## config.mk

```make
export PLATFORM = sky130hd
export DESIGN_NAME = seq_gen_1010_tx
export DESIGN_NICKNAME = d
export VERILOG_FILES = /design/src/rtl/seq_gen_1010_tx.sv
export SDC_FILE = /design/constraint.sdc
export NUM_CORES = 1
export LEC_CHECK = 0
export ABC_CLOCK_PERIOD_IN_PS = 3700
export CORE_ASPECT_RATIO = 0.6
export CORE_MARGIN = 2
export CORE_UTILIZATION = 45
export CTS_BUF_LIST = sky130_fd_sc_hd__clkbuf_16
export CTS_CLUSTER_SIZE = 20
export DETAILED_ROUTE_END_ITERATION = 16
export PLACE_DENSITY = 0.7
export RECOVER_POWER = 100
export REMOVE_ABC_BUFFERS = 1
export SYNTH_ARGS = -nofsm -noshare
export SYNTH_HDL_FRONTEND = slang
export SYNTH_SLANG_ARGS = --single-unit
```

## constraint.sdc

```tcl
create_clock -name clk -period 3.7 [get_ports clk]
set_input_delay 0.74 -clock clk [delete_from_list [all_inputs] [get_ports clk]]
set_output_delay 0.74 -clock clk [all_outputs]
set_load 0.02 [all_outputs]
```

## src/rtl/seq_gen_1010_tx.sv

```systemverilog
// seq_gen_1010_tx: Moore serial pattern transmitter.
// On start it sends `reps` copies of PATTERN, MSB first, one bit per clock.
// It inserts GAP_LEN forced-zero bits between copies, then pulses done for one cycle.
// Optional feature macro: SEQ_GEN_TX_ABORT_EN. It adds an `abort` input that
// ends a burst early.
module seq_gen_1010_tx #(
    parameter int                 PAT_LEN = 4,
    parameter logic [PAT_LEN-1:0] PATTERN = 4'b1010,
    parameter int                 GAP_LEN = 2,
    parameter int                 CNT_W   = 8
) (
    input  logic             clk,
    input  logic             reset,
    input  logic             start,
    input  logic [CNT_W-1:0] reps,
`ifdef SEQ_GEN_TX_ABORT_EN
    input  logic             abort,
`endif
    output logic             x_out,
    output logic             bit_valid,
    output logic             busy,
    output logic             done
);

    localparam int BIT_W = $clog2(PAT_LEN + 1);
    // A zero-length gap still needs a legal 1-bit counter. GAP is never entered then.
    localparam int GAP_W = (GAP_LEN > 0) ? $clog2(GAP_LEN + 1) : 1;

    localparam logic [BIT_W-1:0] LAST_BIT = BIT_W'(PAT_LEN - 1);
    localparam logic [GAP_W-1:0] LAST_GAP = (GAP_LEN > 0) ? GAP_W'(GAP_LEN - 1) : '0;

    typedef enum logic [1:0] {
        S_IDLE  = 2'd0,
        S_SHIFT = 2'd1,
        S_GAP   = 2'd2,
        S_DONE  = 2'd3
    } state_t;

    state_t             state_q,   state_d;
    logic [PAT_LEN-1:0] sr_q,      sr_d;
    logic [BIT_W-1:0]   bit_cnt_q, bit_cnt_d;
    logic [GAP_W-1:0]   gap_cnt_q, gap_cnt_d;
    logic [CNT_W-1:0]   rep_cnt_q, rep_cnt_d;

    // State, shift register and counters; synchronous reset clears everything.
    always_ff @(posedge clk) begin
        // NOTE: non-blocking assignments let every flop sample pre-edge values,
        // so the order of these lines does not matter.
        if (reset) begin
            state_q   <= S_IDLE;
            sr_q      <= '0;
            bit_cnt_q <= '0;
            gap_cnt_q <= '0;
            rep_cnt_q <= '0;
        end else begin
            state_q   <= state_d;
            sr_q      <= sr_d;
            bit_cnt_q <= bit_cnt_d;
            gap_cnt_q <= gap_cnt_d;
            rep_cnt_q <= rep_cnt_d;
        end
    end

    // Next-state and datapath update for the burst sequencer.
    always_comb begin
        // NOTE: every signal gets a default first. Without that, a path that skips an
        // assignment would infer a latch.
        state_d   = state_q;
        sr_d      = sr_q;
        bit_cnt_d = bit_cnt_q;
        gap_cnt_d = gap_cnt_q;
        rep_cnt_d = rep_cnt_q;

        case (state_q)
            S_IDLE: begin
                if (start) begin
                    if (reps != '0) begin
                        rep_cnt_d = reps;
                        sr_d      = PATTERN;
                        bit_cnt_d = '0;
                        gap_cnt_d = '0;
                        state_d   = S_SHIFT;
                    end else begin
                        state_d = S_DONE;
                    end
                end
            end

            S_SHIFT: begin
                sr_d = sr_q << 1;
                if (bit_cnt_q == LAST_BIT) begin
                    // Last bit of this copy is on the line now.
                    rep_cnt_d = rep_cnt_q - CNT_W'(1);
                    bit_cnt_d = '0;
                    if (rep_cnt_q == CNT_W'(1)) begin
                        state_d = S_DONE;
                    end else if (GAP_LEN > 0) begin
                        gap_cnt_d = '0;
                        state_d   = S_GAP;
                    end else begin
                        sr_d = PATTERN;
                    end
                end else begin
                    bit_cnt_d = bit_cnt_q + BIT_W'(1);
                end
            end

            S_GAP: begin
                if (gap_cnt_q == LAST_GAP) begin
                    gap_cnt_d = '0;
                    sr_d      = PATTERN;
                    bit_cnt_d = '0;
                    state_d   = S_SHIFT;
                end else begin
                    gap_cnt_d = gap_cnt_q + GAP_W'(1);
                end
            end

            S_DONE: begin
                state_d = S_IDLE;
            end

            default: begin
                state_d = S_IDLE;
            end
        endcase

`ifdef SEQ_GEN_TX_ABORT_EN
        // Abort drops the burst on this edge. The bit now on the line is the last
        // one sent, and done is not pulsed.
        if (abort && (state_q == S_SHIFT || state_q == S_GAP)) begin
            state_d   = S_IDLE;
            sr_d      = '0;
            bit_cnt_d = '0;
            gap_cnt_d = '0;
            rep_cnt_d = '0;
        end
`endif
    end

    // Moore outputs: decoded from registered state and the shift register only.
    assign x_out     = (state_q == S_SHIFT) && sr_q[PAT_LEN-1];
    assign bit_valid = (state_q == S_SHIFT) || (state_q == S_GAP);
    assign busy      = (state_q != S_IDLE);
    assign done      = (state_q == S_DONE);

endmodule

```

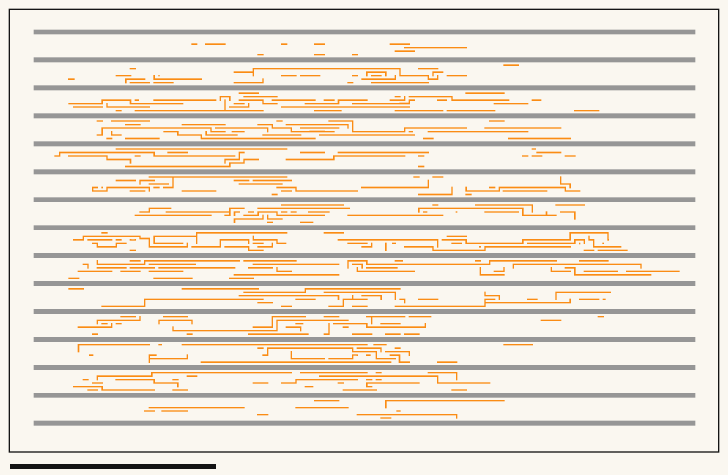
Figure 1: run 1, signal wires on met1.
Scale bar: 20 µm. Supply wires on this layer in gray.
nets with wire on the layer: 149
wire length on this layer: 1250 µm
main direction: horizontal
share of all routed wire: 50%

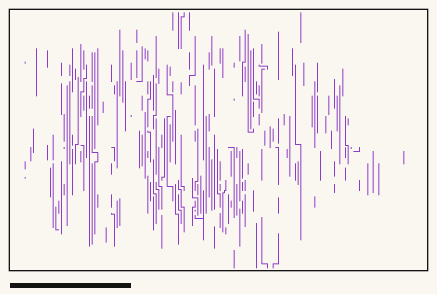
Figure 2: run 1, M2 wires.
Scale bar: 20 µm.
nets with wire on the layer: 128
longest straight run: 23.1 µm
met2 track demand over resource: 0.300
overall routed net length: 2520 µm
routed vias: 975

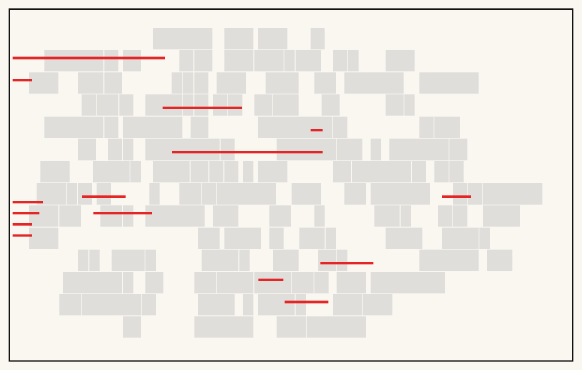
Figure 3: run 1, metal 3.
share of all routed wire: 3.5%
wire length on this layer: 89.0 µm

==> notes.md, run 1 <==
Implementation summary

The proportion of power drawn by flip-flops and latches is 0.267. In the power breakdown, the biggest contributor is combinational logic. The cell family contributing the most delay on the critical path is AND-OR/OR-AND gates. In the routed layout, each cell is associated on average with a via count of 5.60. The layout report lists the multi-input gate area as 667 µm².

In this run the mean area of a mapped cell was 8.68 µm². The number of rows in the core area is 14. After synthesis, the share of flip-flops with an asynchronous set or reset is 0. met1 track demand over resource after global routing is 0.265. The minimum period implied by the final worst setup slack is 2.96 ns.

The count of distinct cell types in the synthesized netlist is 42. The final antenna diode tally reported by the flow is 0. The script computed the net switching share of total power as 0.434. Derived from the worst setup path, the maximum achievable clock frequency is 338 MHz. Yosys reports that the most numerous cell types are sky130_fd_sc_hd__dfxtp_1 (18), sky130_fd_sc_hd__a21oi_1 (14), sky130_fd_sc_hd__inv_1 (10). The final timing summary puts the cycle share of the worst path at 0.800. The master cell of the clock root buffer is sky130_fd_sc_hd__clkbuf_16. The cell with the most instances after synthesis is sky130_fd_sc_hd__dfxtp_1. In this run, synthesis inferred 0 flip-flops with an integrated enable. The share of the Yosys chip area taken by registers is 0.317. Measured in cells, the most critical reg-to-reg path has a length of 7. The final setup violation count is 0.

The final worst clock skew is 0.00344 ns. The critical path buffer and inverter count is 1. Among all stages on the critical path, the maximum delay recorded is 0.99 ns.

STA classifies the critical path startpoint as an input pin. After detailed routing, the average wire length per cell comes to 14.5 µm. The report puts the hold buffer count at CTS at 0.

The area fraction of the largest cell type after synthesis is 0.317. The number of cells on the worst hold path is listed as 2. For this design the ratio of total power to cell area is 872 nW/µm². The number of warnings in the stage logs is 30. The count of nets left with antenna violations once routing finished came out at 0. The path category of the worst min-delay check is reg -> reg.

In the setup report, the worst path falls into the class in -> reg. In this run the power spent charging and discharging nets is 499 µW. The power report attributes to the combinational group a share of 0.544. The placement summary gives the final routability congestion estimate as 0.882. The reported max-cap violation count is 0. The first global-routing pass estimated 4270 µm of wire.

The area added between synthesis and finish is 16.1%. The area recorded from the Yosys report for this design is 1140 µm². The most frequent standard cell in the layout excluding fill and tap cells is sky130_fd_sc_hd__dfxtp_1. The count of warnings emitted by yosys is 0.

According to the I/O placement log, the pin count is 15. The clock-pin slew reported for the worst setup and hold paths after clock tree synthesis is 0.05 ns. The fraction of met3 tracks used by global routing is 0.0663. The global route stage reports its total congestion overflow as 0. Looking at the clock tree report, the H-tree level count equals 1. The library cells used most frequently in the layout, excluding fill and tap cells, are sky130_fd_sc_hd__dfxtp_1 (18), sky130_fd_sc_hd__a21oi_1 (14), sky130_fd_sc_hd__inv_1 (10). The TritonCTS buffer count is 3. The total routing resource utilization after global routing is 0.197. The yosys cell count is 131. Walking the critical path from launch to capture passes 6 cell instances.

In this run the tool buffered the top-level ports with 14 buffer cells. The maximum fanout count along the critical path is 11. Data on the critical path is required at its endpoint by 3.81 ns. The run finished with clean final reports. Setup repair after global routing left no endpoint under its margin. Internal power comes to 652 µW. Entering global routing, the biggest net connects 22 pins. The final timing report lists a max-slew violation count of 0. The number of global-route vias before repair was 943. The final setup TNS is 0 ns. The number of design rule violations left after detail routing is 0. The die outline height is 42.9 µm.

The area taken by sequential standard cells is reported as 360 µm². For the clock group, total power comes out at 218 µW. The layout filler cell count is 232. The area of the die is 2960 µm². Looking at the global route congestion table, the highest-usage layer is met2. The cell occurring most often along the worst timing path is sky130_fd_sc_hd__o21ai_0.

The script extracted a total leakage power of 0.510 nW. The initial utilization of the core area, before any placement, comes to 0.464. Per the log, the first TritonRoute iteration ended with a DRC count of 55.

CTS reports a maximum clock tree buffer depth of 2. The first-pass detailed-route iteration total is 4. Looking at the max-slew report, the worst-margin pin has a slew of 1.16 ns. The final layout contains 163 nets.
-- run 1: worst paths after layout --
check,startpoint,to,slack [ns]
setup / recovery,reps[0],bit_cnt_q[2],0.74
hold / removal,gap_cnt_q[1],gap_cnt_q[1],0.45
setup reg to reg,state_q[1],rep_cnt_q[0],0.95
hold reg to reg,gap_cnt_q[1],gap_cnt_q[1],0.45
-- run 1: cell type report --
| type | instances | area share |
|---|---|---|
| multi-input cells | 97 | 0.505 |
| clock buffers | 3 | 0.0569 |
| well taps | 32 | 0.0303 |
| flip-flops and latches | 18 | 0.273 |
| inverters | 10 | 0.0284 |
| repair buffers | 14 | 0.106 |
-- run 1: metal layers --
metal,wire [µm],share of wire,vias to the layer above
li1,-,-,494
met1,1250,0.50,457
met2,1160,0.46,19
met3,89,0.035,5
met4,22,0.0087,0
met5,0,0,-
-- run 1: stage by stage --
step | area, µm² | utilization | setup slack [ns] | std cells | hold slack (ns)
after floorplan | 1100 | - | 1.55 | 125 | 0.421
after global placement | 1280 | 0.520 | 0.796 | 171 | 0.432
after detailed placement | 1280 | 0.520 | 0.642 | 171 | 0.442
after CTS | 1350 | 0.551 | 0.857 | 174 | 0.449
after global routing | 1320 | 0.538 | 0.523 | 174 | 0.484
final | 1320 | 0.538 | 0.740 | 174 | 0.448
-- run 1: cell families after synthesis --
family | count (synthesis) | share of synthesized area
compound gates | 41 | 0.255
mux | 2 | 0.0187
buf+inv | 16 | 0.0693
xor+xnor | 1 | 0.00770
fa+ha+maj | 8 | 0.0880
simple gates | 45 | 0.244
flops | 18 | 0.317
-- run 1: registers in the layout, summed over array words and instances (netlist names) --
name,cells
rep_cnt_q,8
bit_cnt_q,3
sr_q,3
gap_cnt_q,2
state_q,2
Figure 4. Clock wires, drivers and flops (run 1).
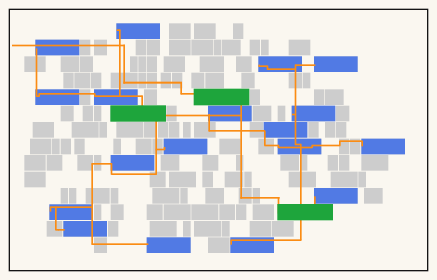

==> inputs of run 2 (changes only) <==
--- a/config.mk
+++ b/config.mk
@@ -5,14 +5,14 @@
 export SDC_FILE = /design/constraint.sdc
 export NUM_CORES = 1
 export LEC_CHECK = 0
-export ABC_CLOCK_PERIOD_IN_PS = 3700
+export ABC_CLOCK_PERIOD_IN_PS = 2500
 export CORE_ASPECT_RATIO = 0.6
 export CORE_MARGIN = 2
 export CORE_UTILIZATION = 45
 export CTS_BUF_LIST = sky130_fd_sc_hd__clkbuf_16
 export CTS_CLUSTER_SIZE = 20
 export DETAILED_ROUTE_END_ITERATION = 16
-export PLACE_DENSITY = 0.7
+export PLACE_DENSITY = 0.73
 export RECOVER_POWER = 100
 export REMOVE_ABC_BUFFERS = 1
 export SYNTH_ARGS = -nofsm -noshare
==> constraint.sdc (replaced) <==
create_clock -name clk -period 2.5 [get_ports clk]
set_input_delay 0.5 -clock clk [delete_from_list [all_inputs] [get_ports clk]]
set_output_delay 0.5 -clock clk [all_outputs]
set_load 0.02 [all_outputs]
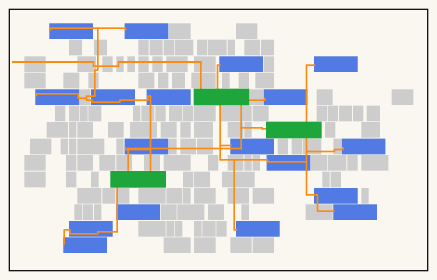
Figure 5: run 2, clock wires, drivers and flops.
legend:
  flip-flops:
    color: blue
    count: 18
  clock wires:
    color: orange
    length: 262 µm
  clock drivers:
    color: green
    count: 3
routed clock nets: 4

==> run 2 against run 1 <==
Effect of this change:
- utilization rose by 2.4 points
- sequential share of layout area shrank 1.2 points
- sequential cell count did not move
- cell area rose by 4.5%
==> notes.md, run 2 <==
Implementation summary

The number of nets with antenna violations after detailed routing is 0 (unchanged). The mean area per synthesized cell is 8.68 µm² (unchanged). The endpoint identified for the worst register-to-register timing path is gap_cnt_q[0]. The flow ran to the end, and the final reports show no timing, DRC or antenna violations. The async set-reset flop share out of synthesis came to 0 (unchanged). The utilization of the core after routing was 0.563 (+0.0245).

For this run the top cell type by instance count after synthesis was sky130_fd_sc_hd__dfxtp_1. The flip-flop count of the largest register, all copies and words added is 8 (unchanged). The leftover overflow at the end of global routing came to 0 (unchanged).

The routability congestion estimate from global placement was 0.874 (-0.85%). The number of buffer cells added on primary ports came to 14 (unchanged). The critical path launch point type is an input pin. The total routing resource utilization after global routing is 0.194 (-0.00287). The share of total power consumed by net switching is 0.419 (-0.0151). More flip-flops sit in one register than any other, and that register is rep_cnt_q. The antenna diode count is 0 (unchanged). The fraction of met3 tracks used by global routing was 0.0637 (-0.00265).

The master cell of the clock root buffer is sky130_fd_sc_hd__clkbuf_16. The count of cells along the worst register-to-register path is 6 (-1). The sequential cell area in the final layout is 360 µm² (unchanged). The proportion of power drawn by flip-flops and latches is 0.262 (-0.005). The wire length of the first global-routing pass is 4270 µm (unchanged). The library cell used most frequently in the layout, excluding fill and tap cells, is sky130_fd_sc_hd__dfxtp_1.

The max-slew violation count was 0 (unchanged). The transition time of the tightest slew-check pin is 0.725 ns (-0.431 ns). The number of rows in the core area is 14 (unchanged).

The TritonCTS buffer count is 3 (unchanged). The final non-filler cell total was 182 (+4.6%). The amount of wire on met2 after detailed routing is 1100 µm (-4.7%). The layout filler cell count is 220 (-5.2%).

The delay of the slowest cell on the worst path was 0.57 ns (-0.42 ns). The number of instances on the worst hold path was 2 (unchanged). The final worst clock skew is 0.00165 ns (-0.00179 ns). Compared with the post-synthesis result, the final layout area differs by 21.3%. The synthesis area per yosys came to 1140 µm² (unchanged). The number of design rule violations left after detail routing came to 0 (unchanged).

The worst setup path is of the in -> reg kind. The met1 global-route usage came to 0.264 (-0.000432). The total length of routed met3 wires was 134 µm (+51%). The first-pass detailed-route iteration total is 4 (unchanged).

The worst hold slack after final layout came to 0.450 ns (+0.00214 ns). The final setup violation count was 0 (unchanged). The data required time at the worst endpoint is 2.65 ns (-1.16 ns). The path length in cells of the critical path is 7 (+1). The number of DRC markers in iteration 0 is 47 (-15%).

For hold timing, the worst endpoint is gap_cnt_q[1]. Leaving out fill and tap cells, the most frequent cells in the layout are sky130_fd_sc_hd__dfxtp_1 (18), sky130_fd_sc_hd__a21oi_1 (14), sky130_fd_sc_hd__inv_1 (10), sky130_fd_sc_hd__clkdlybuf4s50_1 (10), sky130_fd_sc_hd__nor2_1 (9). The cell-internal power is 1.01 mW (+54%). The boundary pin count is 15 (unchanged).

The final setup TNS is 0 ns (unchanged). The starting density of the core came to 0.464 (unchanged).
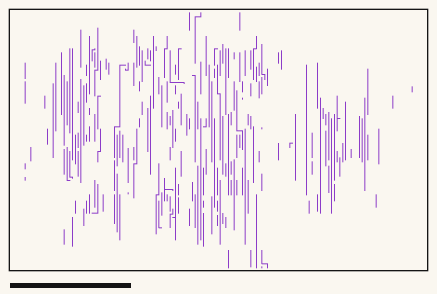
Figure 6: run 2, M2 wires.
Scale bar: 20 µm.
nets with wire on the layer: 145
main direction: vertical
share of all routed wire: 45%
wire length on this layer: 1100 µm
longest straight run: 21.4 µm
met2 track demand over resource: 0.308
routed vias: 1021

==> run 2: through the flow <==
step                worst slack [ns]  cell area, µm²
floorplan                      0.477            1100
global placement              -0.120            1340
detailed placement            -0.257            1340
CTS                           0.0189            1410
global route                  0.0688            1380
finish                         0.190            1380
==> run 2: power by group through the flow <==
stage / clock network (mW) / registers [mW] / logic [mW]
5_1_grt: 0.333 / 0.467 / 1.07
3_5_place_dp: 0 / 0.455 / 0.999
6_report: 0.317 / 0.453 / 0.961
4_1_cts: 0.323 / 0.451 / 1.00
3_3_place_gp: 0 / 0.452 / 0.968
2_1_floorplan: 0 / 0.438 / 0.737
==> run 2: worst max path at each step <==
stage,from,to,slack [ns]
after floorplan,state_q[1],state_q[0],0.48
after global placement,reps[6],bit_cnt_q[1],-0.12
after detailed placement,reps[7],bit_cnt_q[2],-0.26
after CTS,reps[7],bit_cnt_q[2],0.02
after global routing,reps[7],rep_cnt_q[1],0.07
final,reps[7],rep_cnt_q[1],0.19
==> run 2: final cells by class <==
cell class	count	share of cell area
clock buffer	3	0.0544
inverter	10	0.0272
multi-input combinational	97	0.483
sequential	18	0.261
tap	32	0.0290
timing repair buffer	22	0.145
==> run 2: logic make-up after synthesis <==
kind of cell / synth area share
AOI/OAI and AO/OA: 0.255
adders and majority gates: 0.0880
xor gates and xnor gates: 0.00770
DFF: 0.317
muxes: 0.0187
and+or+nand+nor: 0.244
buffers and inverters: 0.0693
==> run 2: repair_timing <==
item                                    in CTS  in global routing
endpoints found under the setup margin       0                  6
resized                                      0                  1
hold buffers                                 0                  0
==> run 2: worst min-delay path: stages, from the launching register on <==
cell                       delay (ns)
sky130_fd_sc_hd__dfxtp_1         0.30
sky130_fd_sc_hd__nand2b_1        0.07
sky130_fd_sc_hd__a21oi_1         0.04
Figure 7. Signal wires on met1 (run 2).
Scale bar: 20 µm. Supply wires on this layer in gray.
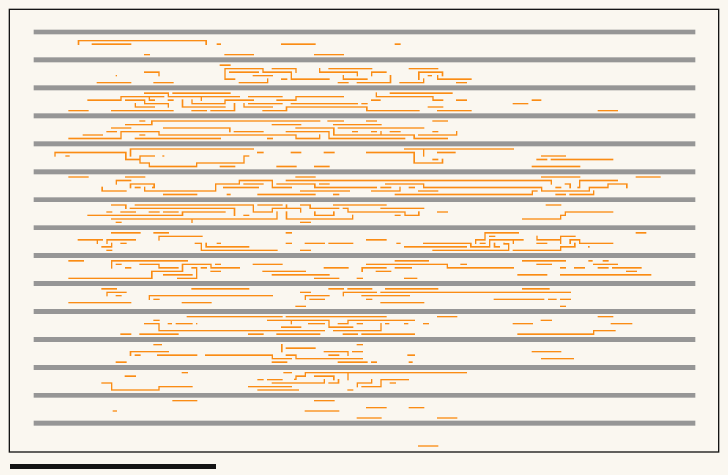

==> inputs of run 3 (changes only) <==
--- a/config.mk
+++ b/config.mk
@@ -5,6 +5,7 @@
 export SDC_FILE = /design/constraint.sdc
 export NUM_CORES = 1
 export LEC_CHECK = 0
+export ABC_AREA = 1
 export ABC_CLOCK_PERIOD_IN_PS = 2500
 export CORE_ASPECT_RATIO = 0.6
 export CORE_MARGIN = 2
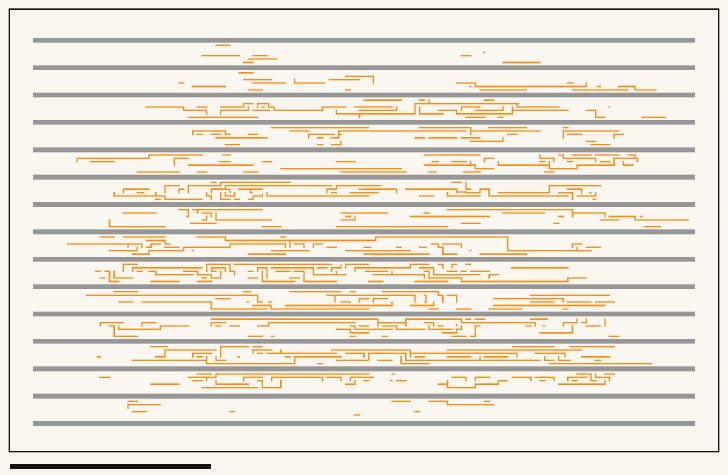
Figure 8: run 3, signal wires on met1.
Scale bar: 20 µm. Supply wires on this layer in gray.
wire length on this layer: 1290 µm
nets with wire on the layer: 198
main direction: horizontal
longest straight run: 17.0 µm
share of all routed wire: 46%

==> run 3 against run 2 <==
Effect of this change:
- die area grew 4.2%
- worst hold slack lost 0.0077 ns
- first-iteration DRC count grew 130%
- cell area grew 2.1%
- sequential cell count is the same
- critical path depth shrank 3
- sequential share of layout area shrank 0.53 points
- utilization is essentially flat
- critical path type is now reg -> out
- critical endpoint is now busy
==> notes.md, run 3 <==
Implementation summary

The number of DRC markers in iteration 0 is 109 (+130%). The largest register by flop count is rep_cnt_q. The aggregate routed wire length is 2830 µm. The worst hold slack after final layout is 0.443 ns (-0.00773 ns). The origin of the critical flop-to-flop path is state_q[1]. At the end of the flow, the number of nets in the layout was 222.

The transition time of the tightest slew-check pin came to 0.633 ns (-0.0924 ns). The number of gates resized after CTS is 0 (unchanged). The maximum number of pins on one net before global-route repair is 17. The utilization of the core after routing is 0.562 (about the same).

The wire length of the first global-routing pass came to 4690 µm (+9.7%). Looking at the gate-level netlist, the highest instance count belongs to sky130_fd_sc_hd__nand2_1. The number of buffer cells added on primary ports was 14 (unchanged). The number of warnings in the stage logs is 30. The library cell used most frequently in the layout, excluding fill and tap cells, is sky130_fd_sc_hd__nand2_1.

The number of instances on the worst hold path is 2 (unchanged). Ranking logic cells in the layout by count gives the top entries sky130_fd_sc_hd__nand2_1 (49), sky130_fd_sc_hd__nor2_1 (38), sky130_fd_sc_hd__inv_1 (22). For this design the ratio of total power to cell area is 1280 nW/µm². The fraction of met3 tracks used by global routing is 0.0651 (+0.00146). The TritonCTS buffer count came to 3 (unchanged).

The endpoint of the worst hold path is gap_cnt_q[1]. The cell-internal power is 955 µW (-5.1%). The multi-input combinational cell area is 688 µm².

The mean area per synthesized cell was 6.39 µm² (-26%). The final setup TNS came to 0 ns (unchanged). The first-pass detailed-route iteration total was 5 (+1). Summed over all nets, the half-perimeter wirelength after detailed placement is 2130 µm. The data required time at the worst endpoint is 2.00 ns (-0.65 ns). The final standard cell area without fillers is 1410 µm² (+2.1%). The layout filler cell count is 252 (+15%).

The clock reaches the later pin of the worst-skew pair after 0.25 ns. The critical path is of the reg -> out type. The met2 track utilization from global routing is 0.328 (+0.0206). The startpoint of the tightest hold check path is gap_cnt_q[1].

After floorplanning, the die was sized to cover 3080 µm². Per the synth log, the flip-flop and latch total comes to 18. The worst slack after detailed placement is 0.543 ns (+0.800 ns).

The final setup violation count came to 0 (unchanged). The amount of wire on met2 after detailed routing was 1270 µm (+15%). The number of nets with antenna violations after detailed routing is 0 (unchanged). The boundary pin count came to 15 (unchanged). The maximum level of the CTS H-tree is 1. The cell area after placement is 1360 µm² (+1.7%). The horizontal die dimension is 70.4 µm. The async set-reset flop share out of synthesis is 0 (unchanged). For this run, the detailed router reports a per-instance via density of 5.06. The number of rows in the core area came to 14 (unchanged).

The yosys cell count is 186. The maximum fanout count along the critical path is 4. The synthesis area per yosys is 1190 µm² (+4.5%). Per the detail_route report, routed wire per instance is 12.1 µm.

The buffers inserted during post-CTS setup optimization is 0. The number of vias in the routed layout came to 1183 (+16%). Measured along the y axis, the die boundary spans 43.8 µm.

The post-synthesis instance area is 1190 µm². The master cell of the clock root buffer is sky130_fd_sc_hd__clkbuf_16. The peak clock frequency supported by timing is 434 MHz.

The sequential cell area in the final layout was 360 µm² (unchanged). Endpoints failing hold in the final report were tallied at 0. The met1 global-route usage is 0.243 (-0.0210). The critical path launch point type is a flop. The starting density of the core is 0.475 (+0.0107). The proportion of power drawn by flip-flops and latches is 0.258 (-0.004). The flow ran to the end, and the final reports show no timing, DRC or antenna violations.

The number of design rule violations left after detail routing is 0 (unchanged). The total length of routed met3 wires is 201 µm (+50%). The OpenROAD report gives the critical path a data arrival time of 1.81 ns. The total routing resource utilization after global routing was 0.199 (+0.00534). The final worst clock skew came to 0.00452 ns (+0.00286 ns). The share of total power consumed by net switching is 0.472 (+0.0535). The leftover overflow at the end of global routing is 0 (unchanged). In the synthesized netlist, the number of instances is 186. The final non-filler cell total is 234 (+29%). In this run the layout overhead on the synthesized area is reported as 18.5%. The count of cells along the worst register-to-register path is 7 (+1). The largest registers in the layout are rep_cnt_q (8), bit_cnt_q (3), sr_q (3). For this run, the register share of the synthesized area comes to 0.303. STA reports a reg2reg setup slack of 0.33 ns. The hold-fix buffer count after cts is 0 (unchanged). The antenna diode count is 0 (unchanged). The power dissipated by switching net loads is 854 µW.

The final critical-path setup slack was 0.194 ns (+0.00337 ns). The flip-flop count of the largest register, all copies and words added is 8 (unchanged). The capturing point of the worst reg2reg path is rep_cnt_q[0].

The routability congestion estimate from global placement is 0.820 (-6.2%). The max-slew violation count is 0 (unchanged).
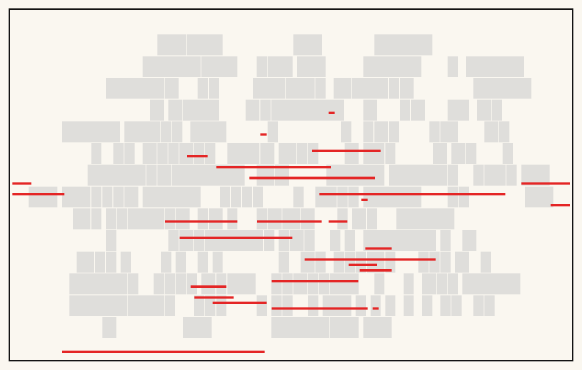
Figure 9: run 3, metal 3.
wire length on this layer: 201 µm
nets with wire on the layer: 21
share of all routed wire: 7.1%

[run 3: cell types whose count changed after synthesis, moves of 6 or more]
cell,previous run,this run
sky130_fd_sc_hd__nand2_1,6,48
sky130_fd_sc_hd__nand2b_1,8,0
sky130_fd_sc_hd__nor3_1,6,0
sky130_fd_sc_hd__nor2_1,9,36
sky130_fd_sc_hd__inv_1,10,21
sky130_fd_sc_hd__nand3_1,2,13
[run 3: how the worst max path moves through the flow]
stage,startpoint,to,cells after the start
final,state_q[1],busy,4
after global routing,state_q[0],busy,4
after CTS,state_q[0],busy,4
after detailed placement,state_q[0],busy,4
after global placement,state_q[0],busy,4
after floorplan,state_q[1],rep_cnt_q[0],7
[run 3: layout make-up]
type | count | area share
timing repair buffer | 16 | 0.110
inverter | 23 | 0.0613
clock buffer | 3 | 0.0533
sequential | 18 | 0.256
clock inverter | 1 | 0.00266
tap | 32 | 0.0284
multi-input combinational | 141 | 0.488
[run 3: worst max-delay path, stage by stage, from the launching register on]
cell and delay (ns):
sky130_fd_sc_hd__dfxtp_1 0.39, sky130_fd_sc_hd__inv_1 0.12, sky130_fd_sc_hd__ha_1 0.25, sky130_fd_sc_hd__inv_1 0.12, sky130_fd_sc_hd__dlygate4sd3_1 0.69
[run 3: power groups by stage]
stage | clock network (mW) | registers (mW) | logic (mW)
floorplan | 0 | 0.450 | 0.801
global placement | 0 | 0.465 | 1.00
detailed placement | 0 | 0.472 | 1.05
CTS | 0.329 | 0.466 | 1.06
global route | 0.345 | 0.478 | 1.15
finish | 0.329 | 0.467 | 1.01
[run 3: cells by family after synthesis]
group                    share of synthesized area
adder cells (fa/ha/maj)                     0.0842
flip-flops                                   0.303
buffers and inverters                       0.0937
AND/OR/NAND/NOR                              0.411
AND-OR/OR-AND                                0.108
Power and IR drop assume default switching activity.
